File: src/rtl/bsg_wormhole_link_arbiter.sv
// bsg_wormhole_link_arbiter
// Shares one wormhole ready-and output link among num_in_p input links.
// Arbitration happens only on header flits. The grant is then locked for
// the header plus len body flits, so packets never interleave. The datapath
// is a 0-cycle combinational pass-through. Only the grant, state, remaining
// flit count and round-robin pointer are registered.
//
// Build option:
//   BSG_WORMHOLE_LINK_ARBITER_FIXED_PRIORITY_EN
//     - Defined: IDLE arbitration uses fixed priority (lowest index wins),
//       and no round-robin pointer register is built.
//     - Undefined (default): round-robin arbitration.

module bsg_wormhole_link_arbiter #(
    parameter int num_in_p     = 4,
    parameter int flit_width_p = 32,
    parameter int cord_width_p = 7,
    parameter int len_width_p  = 4
) (
    input  logic                             clk_i,
    input  logic                             reset_i,
    input  logic [num_in_p-1:0]              v_i,
    input  logic [num_in_p*flit_width_p-1:0] data_i,
    output logic [num_in_p-1:0]              ready_and_o,
    output logic                             v_o,
    output logic [flit_width_p-1:0]          data_o,
    input  logic                             ready_and_i,
    output logic [num_in_p-1:0]              grant_o,
    output logic                             busy_o
);

    localparam int ptr_width_lp = (num_in_p > 1) ? $clog2(num_in_p) : 1;

    typedef enum logic [1:0] {
        ST_IDLE      = 2'd0,
        ST_HDR_STALL = 2'd1,
        ST_BODY      = 2'd2
    } state_e;

    // Registered state
    state_e                  state_r;
    state_e                  state_nxt_s;
    logic [num_in_p-1:0]     gnt_r;
    logic [num_in_p-1:0]     gnt_nxt_s;
    logic [len_width_p-1:0]  rem_r;
    logic [len_width_p-1:0]  rem_nxt_s;
    logic                    busy_r;

    // Arbitration and datapath
    logic [ptr_width_lp-1:0] ptr_s;
    int                      cand_sum_s;
    logic [ptr_width_lp-1:0] cand_idx_s;
    logic                    arb_found_s;
    logic [num_in_p-1:0]     arb_gnt_s;
    logic [num_in_p-1:0]     grant_s;
    logic [flit_width_p-1:0] data_s;
    logic                    v_s;
    logic                    xfer_s;
    logic [len_width_p-1:0]  hdr_len_s;

`ifndef BSG_WORMHOLE_LINK_ARBITER_FIXED_PRIORITY_EN
    logic [ptr_width_lp-1:0] ptr_r;
    logic [ptr_width_lp-1:0] ptr_nxt_s;
    logic [ptr_width_lp-1:0] win_idx_s;
    logic                    hdr_xfer_s;

    // Index of the set bit in a one-hot vector (0 when empty).
    function automatic logic [ptr_width_lp-1:0] onehot_to_idx(input logic [num_in_p-1:0] oh);
        logic [ptr_width_lp-1:0] idx;
        idx = '0;
        for (int i = 0; i < num_in_p; i++) begin
            if (oh[i]) begin
                idx = idx | ptr_width_lp'(i);
            end else begin
                idx = idx;
            end
        end
        return idx;
    endfunction

    // Round-robin successor of an input index, wrapping at num_in_p.
    function automatic logic [ptr_width_lp-1:0] next_ptr(input logic [ptr_width_lp-1:0] idx);
        logic [ptr_width_lp-1:0] nxt;
        if (idx == ptr_width_lp'(num_in_p - 1)) begin
            nxt = '0;
        end else begin
            nxt = idx + ptr_width_lp'(1);
        end
        return nxt;
    endfunction

    assign ptr_s      = ptr_r;
    assign win_idx_s  = onehot_to_idx(grant_s);
    assign hdr_xfer_s = xfer_s & (state_r != ST_BODY);

    // Advance the search pointer just past the winner once its header is accepted.
    always_comb begin
        ptr_nxt_s = ptr_r;
        if (hdr_xfer_s) begin
            ptr_nxt_s = next_ptr(win_idx_s);
        end else begin
            ptr_nxt_s = ptr_r;
        end
    end

    // Round-robin pointer register.
    always_ff @(posedge clk_i or posedge reset_i) begin
        if (reset_i) begin
            ptr_r <= '0;
        end else begin
            ptr_r <= ptr_nxt_s;
        end
    end
`else
    // Fixed priority: the search always starts at input 0.
    assign ptr_s = '0;
`endif

    // Find the first valid input at or above ptr_s, wrapping around.
    always_comb begin
        arb_gnt_s   = '0;
        arb_found_s = 1'b0;
        cand_sum_s  = 0;
        cand_idx_s  = '0;
        for (int i = 0; i < num_in_p; i++) begin
            cand_sum_s = int'(ptr_s) + i;
            if (cand_sum_s >= num_in_p) begin
                cand_idx_s = ptr_width_lp'(cand_sum_s - num_in_p);
            end else begin
                cand_idx_s = ptr_width_lp'(cand_sum_s);
            end
            if (!arb_found_s && v_i[cand_idx_s]) begin
                arb_gnt_s[cand_idx_s] = 1'b1;
                arb_found_s           = 1'b1;
            end else begin
                arb_found_s = arb_found_s;
            end
        end
    end

    // Live arbitration in IDLE. Once a header has stalled or a packet is in
    // flight, the grant is frozen.
    always_comb begin
        grant_s = '0;
        case (state_r)
            ST_IDLE:      grant_s = arb_gnt_s;
            ST_HDR_STALL: grant_s = gnt_r;
            ST_BODY:      grant_s = gnt_r;
            default:      grant_s = '0;
        endcase
    end

    // One-hot AND-OR mux of the granted input's flit. Zero when nothing is granted.
    always_comb begin
        data_s = '0;
        for (int i = 0; i < num_in_p; i++) begin
            if (grant_s[i]) begin
                data_s = data_s | data_i[i*flit_width_p +: flit_width_p];
            end else begin
                data_s = data_s;
            end
        end
    end

    assign v_s       = |(v_i & grant_s);
    assign xfer_s    = v_s & ready_and_i;
    assign hdr_len_s = data_s[cord_width_p +: len_width_p];

    // Packet-level FSM: header acceptance, header stall and body counting.
    always_comb begin
        state_nxt_s = state_r;
        gnt_nxt_s   = gnt_r;
        rem_nxt_s   = rem_r;
        case (state_r)
            ST_IDLE, ST_HDR_STALL: begin
                if (xfer_s) begin
                    if (hdr_len_s == '0) begin
                        state_nxt_s = ST_IDLE;
                        gnt_nxt_s   = '0;
                    end else begin
                        state_nxt_s = ST_BODY;
                        gnt_nxt_s   = grant_s;
                        rem_nxt_s   = hdr_len_s;
                    end
                end else if (v_s) begin
                    // Freeze the winner so data_o cannot switch mid-stall.
                    state_nxt_s = ST_HDR_STALL;
                    gnt_nxt_s   = grant_s;
                end else begin
                    state_nxt_s = state_r;
                end
            end
            ST_BODY: begin
                if (xfer_s) begin
                    rem_nxt_s = rem_r - len_width_p'(1);
                    if (rem_r == len_width_p'(1)) begin
                        state_nxt_s = ST_IDLE;
                        gnt_nxt_s   = '0;
                    end else begin
                        state_nxt_s = ST_BODY;
                    end
                end else begin
                    state_nxt_s = ST_BODY;
                end
            end
            default: begin
                state_nxt_s = ST_IDLE;
                gnt_nxt_s   = '0;
                rem_nxt_s   = '0;
            end
        endcase
    end

    // State, locked grant, remaining body count and registered busy flag.
    always_ff @(posedge clk_i or posedge reset_i) begin
        if (reset_i) begin
            state_r <= ST_IDLE;
            gnt_r   <= '0;
            rem_r   <= '0;
            busy_r  <= 1'b0;
        end else begin
            state_r <= state_nxt_s;
            gnt_r   <= gnt_nxt_s;
            rem_r   <= rem_nxt_s;
            busy_r  <= (state_nxt_s != ST_IDLE);
        end
    end

    assign ready_and_o = grant_s & {num_in_p{ready_and_i}};
    assign v_o         = v_s;
    assign data_o      = data_s;
    assign grant_o     = grant_s;
    assign busy_o      = busy_r;

endmodule

File: config.mk
export PLATFORM = sky130hd
export DESIGN_NAME = bsg_wormhole_link_arbiter
export DESIGN_NICKNAME = d
export VERILOG_FILES = /design/src/rtl/bsg_wormhole_link_arbiter.sv
export SDC_FILE = /design/constraint.sdc
export NUM_CORES = 1
export LEC_CHECK = 0
export CORE_MARGIN = 3
export CORE_UTILIZATION = 35
export CTS_CLUSTER_SIZE = 10
export DETAILED_ROUTE_END_ITERATION = 8
export GPL_TIMING_DRIVEN = 0
export PLACE_DENSITY = 0.87
export SYNTH_ARGS = -nofsm -noshare
export SYNTH_HDL_FRONTEND = slang
export SYNTH_SLANG_ARGS = --single-unit
File: constraint.sdc
create_clock -name clk_i -period 8.65 [get_ports clk_i]
set_input_delay 0.865 -clock clk_i [delete_from_list [all_inputs] [get_ports clk_i]]
set_output_delay 0.865 -clock clk_i [all_outputs]
set_load 0.005 [all_outputs]
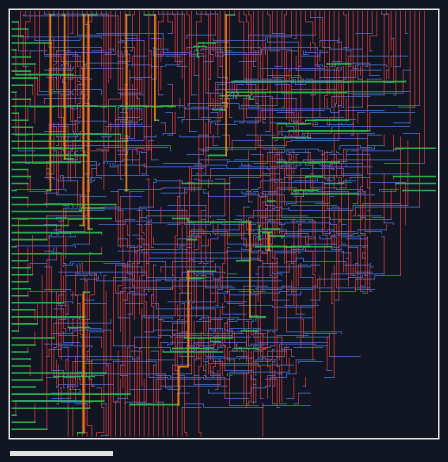
Fig. 1. Routed metal, one color a layer (run 1).
Scale bar: 20 um.
legend:
  metal 2:
    color: red
    wire_length: 4960 um
  metal 1:
    color: blue
    wire_length: 3700 um
  metal 3:
    color: green
    wire_length: 795 um
  metal 4:
    color: orange
    wire_length: 302 um
via count: 3024
DRT Wirelength: 9.762 mm
total track usage: 26.68%
WL per Instance: 18.59 um

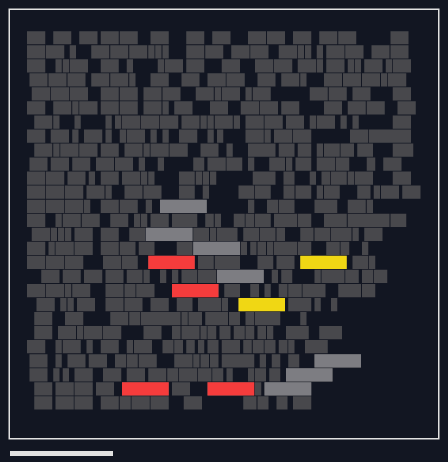
Fig. 2. Register map, names as in the netlist (run 1).
Scale bar: 20 um.
legend:
  rem_r:
    color: red
    sequential_cells: 4
    where: bottom center
  ptr_r:
    color: yellow
    sequential_cells: 2

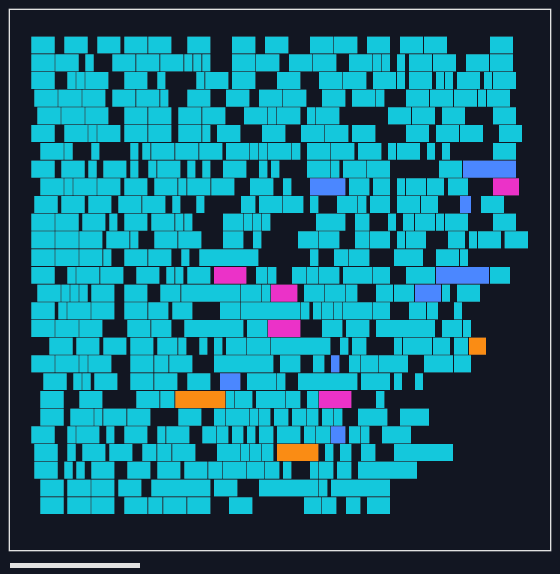
Fig. 3. Cell sizes after repair (run 1).
Scale bar: 20 um.
legend:
  _6 and larger:
    color: magenta
    cells: 5
  _0 and _1 cells:
    color: cyan
    cells: 437
  _3 and _4 cells:
    color: orange
    cells: 3
  _2 cells:
    color: blue
    cells: 8
Design Area, Final: 3956 um^2
number of non-clock buffers: 195
P&R area growth vs syn: 91.17%

==> deck_impl_summary.md, run 1 <==
Run Summary

Route
  • DRT iter0 DRCs: 303
  • Vias per cell: 5.760

Run
  • Max cap viols: 0
  • OpenROAD warning count: 37

Global routing
  • First-pass GRT wire length: 15.28 mm
  • Overflow after GRT: 0

Place
  • Placed Cells: 521
  • Buffers on Ports: 175

Setup path
  • WS Path Type: in -> out
  • Worst R2R Start: ptr_r[0]$_DFFE_PP0P_
  • WP data arrival: 4.55 ns
  • Worst setup SP type: primary input
  • Crit. End Element: primary output
  • Crit path DRT: 7.79 ns

Synth
  • Compound-Gate Fraction of Synth Area: 35.91%
  • Dominant register cell: dfrtp_1
  • Synth mux share: 4.655%
  • Syn Inst Count: 274
  • Cell area leaders: dfrtp_1, a222oi_1, nand2_1
  • Yosys warnings: 0
  • Area leader share: 15.72%
  • Unique cell type count in the Yosys netlist: 59
  • Comb area leader: AND-OR/OR-AND gates
  • Commonest cells in the netlist: nand2_1, a222oi_1, clkbuf_1

Cells and area
  • Most frequent cells in the layout: clkdlybuf4s50_1, nand2_1, a222oi_1
  • N_diodes: 0
  • Dominant logic cell type in the layout: clkdlybuf4s50_1

Run status
  • Status: finished, final reports clean

Worst hold path
  • Min-delay src: gnt_r[0]$_DFFE_PP0P_

Clock network
  • Clock root buffer: clkbuf_8
  • Resized cells post-CTS: 0
  • Buffer count from post-CTS setup fixing: 0
  • Clock latency on the worst-skew pair: 0.25 ns

STA
  • Fin Clk Skew: 0.002440 ns
  • Hold Vio Cnt, Final: 0
  • Worst-margin pin slew: 0.7944 ns

Floorplan
  • Io pins: 177
[run 1: power by group through the flow]
stage	sequential (mW)	clock, mW	combinational, mW
3_3_place_gp	0.106	0	1.14
2_1_floorplan	0.102	0	0.615
4_1_cts	0.107	0.0571	1.17
3_5_place_dp	0.108	0	1.16
5_1_grt	0.111	0.0590	1.27
6_report	0.108	0.0568	1.17
[run 1: flip-flops by register name, summed over array words and instances (netlist names)]
| register | flops |
|---|---|
| gnt_r | 4 |
| ptr_r | 2 |
| rem_r | 4 |
| busy_o | 1 |
| state_r | 2 |
[run 1: routing by layer]
metal,share of wire [%],track usage (%),vias up
li1,-,-,1427
met1,38,30.99,1411
met2,51,48.18,163
met3,8.1,5.853,23
met4,3.1,8.618,0
met5,0,0,-
[run 1: stage by stage]
step                setup slack [ns]  total power [mW]  util (%)
finish                         3.233             1.337     70.55
global route                   3.041             1.436     70.55
CTS                            3.303             1.331     70.55
detailed placement             3.316             1.269     69.75
global placement               3.365             1.248     69.75
floorplan                      4.881            0.7161         -
[run 1: cell type report]
class / count / area (um^2)
plain buffers: 20 / 95.09
clock buffers: 4 / 45.04
fillers: 483 / 1652
inverters: 14 / 52.55
multi-input cells: 227 / 1597
flip-flops and latches: 13 / 325.3
well taps: 72 / 90.09
repair buffers: 175 / 1752
[run 1: kinds of logic (layout without fill, tap and decap cells)]
logic type | count (synthesis) | after routing
simple gates | 118 | 118
compound gates | 87 | 87
buf+inv | 34 | 213
fa+ha+maj | 14 | 14
flops | 13 | 13
mux | 7 | 7
xor+xnor | 1 | 1
[run 1: critical path: stages]
cell,delay (ns)
clkdlybuf4s50_1,0.49
or3b_1,0.36
a2111oi_1,0.69
o211ai_1,0.16
o211a_1,0.24
nor2_1,0.46
clkbuf_1,0.44
a222oi_1,0.19
nand2_1,0.10
clkdlybuf4s50_1,0.55
## Run 2: what changed since run 1
--- a/config.mk
+++ b/config.mk
@@ -6,11 +6,11 @@
 export NUM_CORES = 1
 export LEC_CHECK = 0
 export CORE_MARGIN = 3
-export CORE_UTILIZATION = 35
+export CORE_UTILIZATION = 33
 export CTS_CLUSTER_SIZE = 10
 export DETAILED_ROUTE_END_ITERATION = 8
 export GPL_TIMING_DRIVEN = 0
-export PLACE_DENSITY = 0.87
+export PLACE_DENSITY = 0.83
 export SYNTH_ARGS = -nofsm -noshare
 export SYNTH_HDL_FRONTEND = slang
 export SYNTH_SLANG_ARGS = --single-unit
==> constraint.sdc (replaced) <==
create_clock -name clk_i -period 5.45 [get_ports clk_i]
set_input_delay 0.545 -clock clk_i [delete_from_list [all_inputs] [get_ports clk_i]]
set_output_delay 0.545 -clock clk_i [all_outputs]
set_load 0.005 [all_outputs]
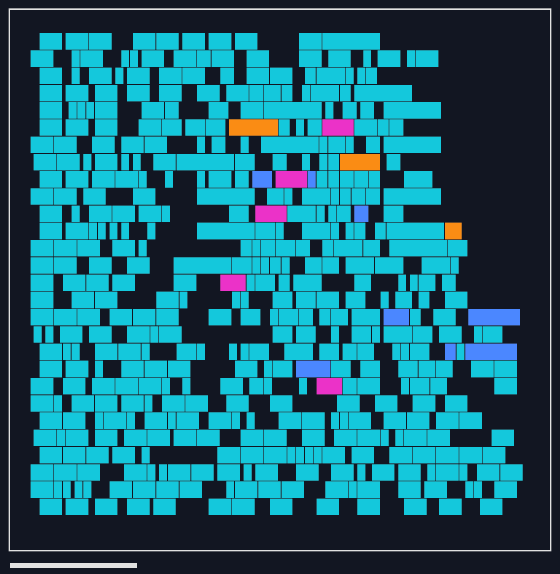
Fig. 4. Cell sizes after repair (run 2).
Scale bar: 20 um.
legend:
  _3 and _4 cells:
    color: orange
    cells: 3
  _2 cells:
    color: blue
    cells: 8
  _0 and _1 cells:
    color: cyan
    cells: 437
  _6 and larger:
    color: magenta
    cells: 5
P&R area growth vs syn: 91.35%
Design Area, Final: 3960 um^2
worst setup margin: 0.5826 ns

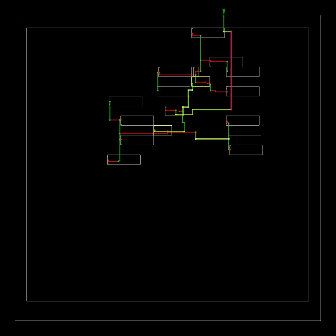
Fig. 5. Clock routing (run 2).
clock buffer count: 4
flip-flops: 13

==> deck_impl_summary.md, run 2 <==
Run Summary

Run status
  • Status: finished, final reports clean

Cells and area
  • Register Area: 325.3 um^2
  • Most frequent cells in the layout: clkdlybuf4s50_1, nand2_1, a222oi_1
  • Top Registers: gnt_r (4), rem_r (4)
  • # fillers: 508

Clock network
  • Resized cells post-CTS: 0
  • Buffer count from post-CTS setup fixing: 0
  • Clock latency on the worst-skew pair: 0.24 ns

Route
  • Detail Route met3 WL: 730 um
  • Vias per cell: 5.761
  • DRT Wirelength: 9.825 mm
  • Met1 Routed Length: 3.842 mm
  • DRT iter0 DRCs: 373
  • WL per Instance: 18.61 um
  • Via count: 3042
  • Max layer used: met4

STA
  • Fin Clk Skew: 0.001596 ns
  • Worst-margin pin slew: 0.7980 ns
  • Hold Vio Cnt, Final: 0

Synth
  • Area leader share: 15.72%
  • Syn Inst Count: 274
  • Yosys warnings: 0
  • Commonest cells in the netlist: nand2_1, a222oi_1, clkbuf_1
  • Unique cell type count in the Yosys netlist: 59
  • Cell area leaders: dfrtp_1, a222oi_1, nand2_1

Global routing
  • Met1 usage: 30.81%
  • Layer with the highest usage: met2
  • Met2 GRT Util: 45.90%
  • Overflow after GRT: 0
  • Met3 Track Usage GR: 4.854%
  • First-pass GRT wire length: 15.02 mm

Run
  • Max cap viols: 0

Setup path
  • Worst setup SP type: flip-flop
  • Crit path DRT: 4.91 ns
  • Worst path max stage delay: 0.52 ns
  • WS Path Type: reg -> out
  • Crit-path slowest cell: dfrtp_1
  • WP data arrival: 4.32 ns
  • Worst R2R Start: ptr_r[0]$_DFFE_PP0P_

Place
  • Buffers on Ports: 175
  • Placement Setup Slack: 0.7385 ns

Pwr
  • Total power: 2.122 mW

Floorplan
  • Io pins: 177

Worst hold path
  • Min-delay src: gnt_r[1]$_DFFE_PP0P_
[run 2: cell counts after synthesis]
No cell type changed its count.
[run 2: how the worst max path moves through the flow]
stage	from	end	slack, ns	cells after the start
after detailed placement	v_i[3]	data_o[25]	0.74	10
after global placement	v_i[3]	data_o[26]	0.76	10
after floorplan	ptr_r[0]$_DFFE_PP0P_	gnt_r[0]$_DFFE_PP0P_	1.93	12
after CTS	ptr_r[0]$_DFFE_PP0P_	data_o[25]	0.65	12
final	ptr_r[0]$_DFFE_PP0P_	data_o[25]	0.58	12
after global routing	ptr_r[0]$_DFFE_PP0P_	data_o[31]	0.28	11
[run 2: where the power goes]
part	internal, mW	switching, mW
clock network	0.0517	0.0353
registers	0.134	0.0363
logic	0.963	0.903
[run 2: cell families (layout without fill, tap and decap cells)]
group | count (synthesis) | in the layout | synth area share (%)
buffers and inverters | 34 | 213 | 7.134
XOR/XNOR | 1 | 1 | 0.4233
AND/OR/NAND/NOR | 118 | 118 | 27.69
flip-flops | 13 | 13 | 15.72
adder cells (fa/ha/maj) | 14 | 14 | 8.464
AND-OR/OR-AND | 87 | 87 | 35.91
multiplexers | 7 | 7 | 4.655
[run 2: critical path: cells and delay by family (launching register included)]
kind	cells	cell delay [ns]
fa+ha+maj	1	0.44
simple gates	3	0.55
mux	1	0.45
buf+inv	5	1.76
compound gates	2	0.35
flops	1	0.52
[run 2: cell type report]
cell class | instances | share of cell area (%)
Buffer | 20 | 2.401
Clock buffer | 4 | 1.137
Inverter | 14 | 1.327
Multi-Input combinational cell | 227 | 40.32
Sequential cell | 13 | 8.215
Tap cell | 75 | 2.370
Timing Repair Buffer | 175 | 44.23
No activity file was given, so power comes from the tool's default toggle rates.
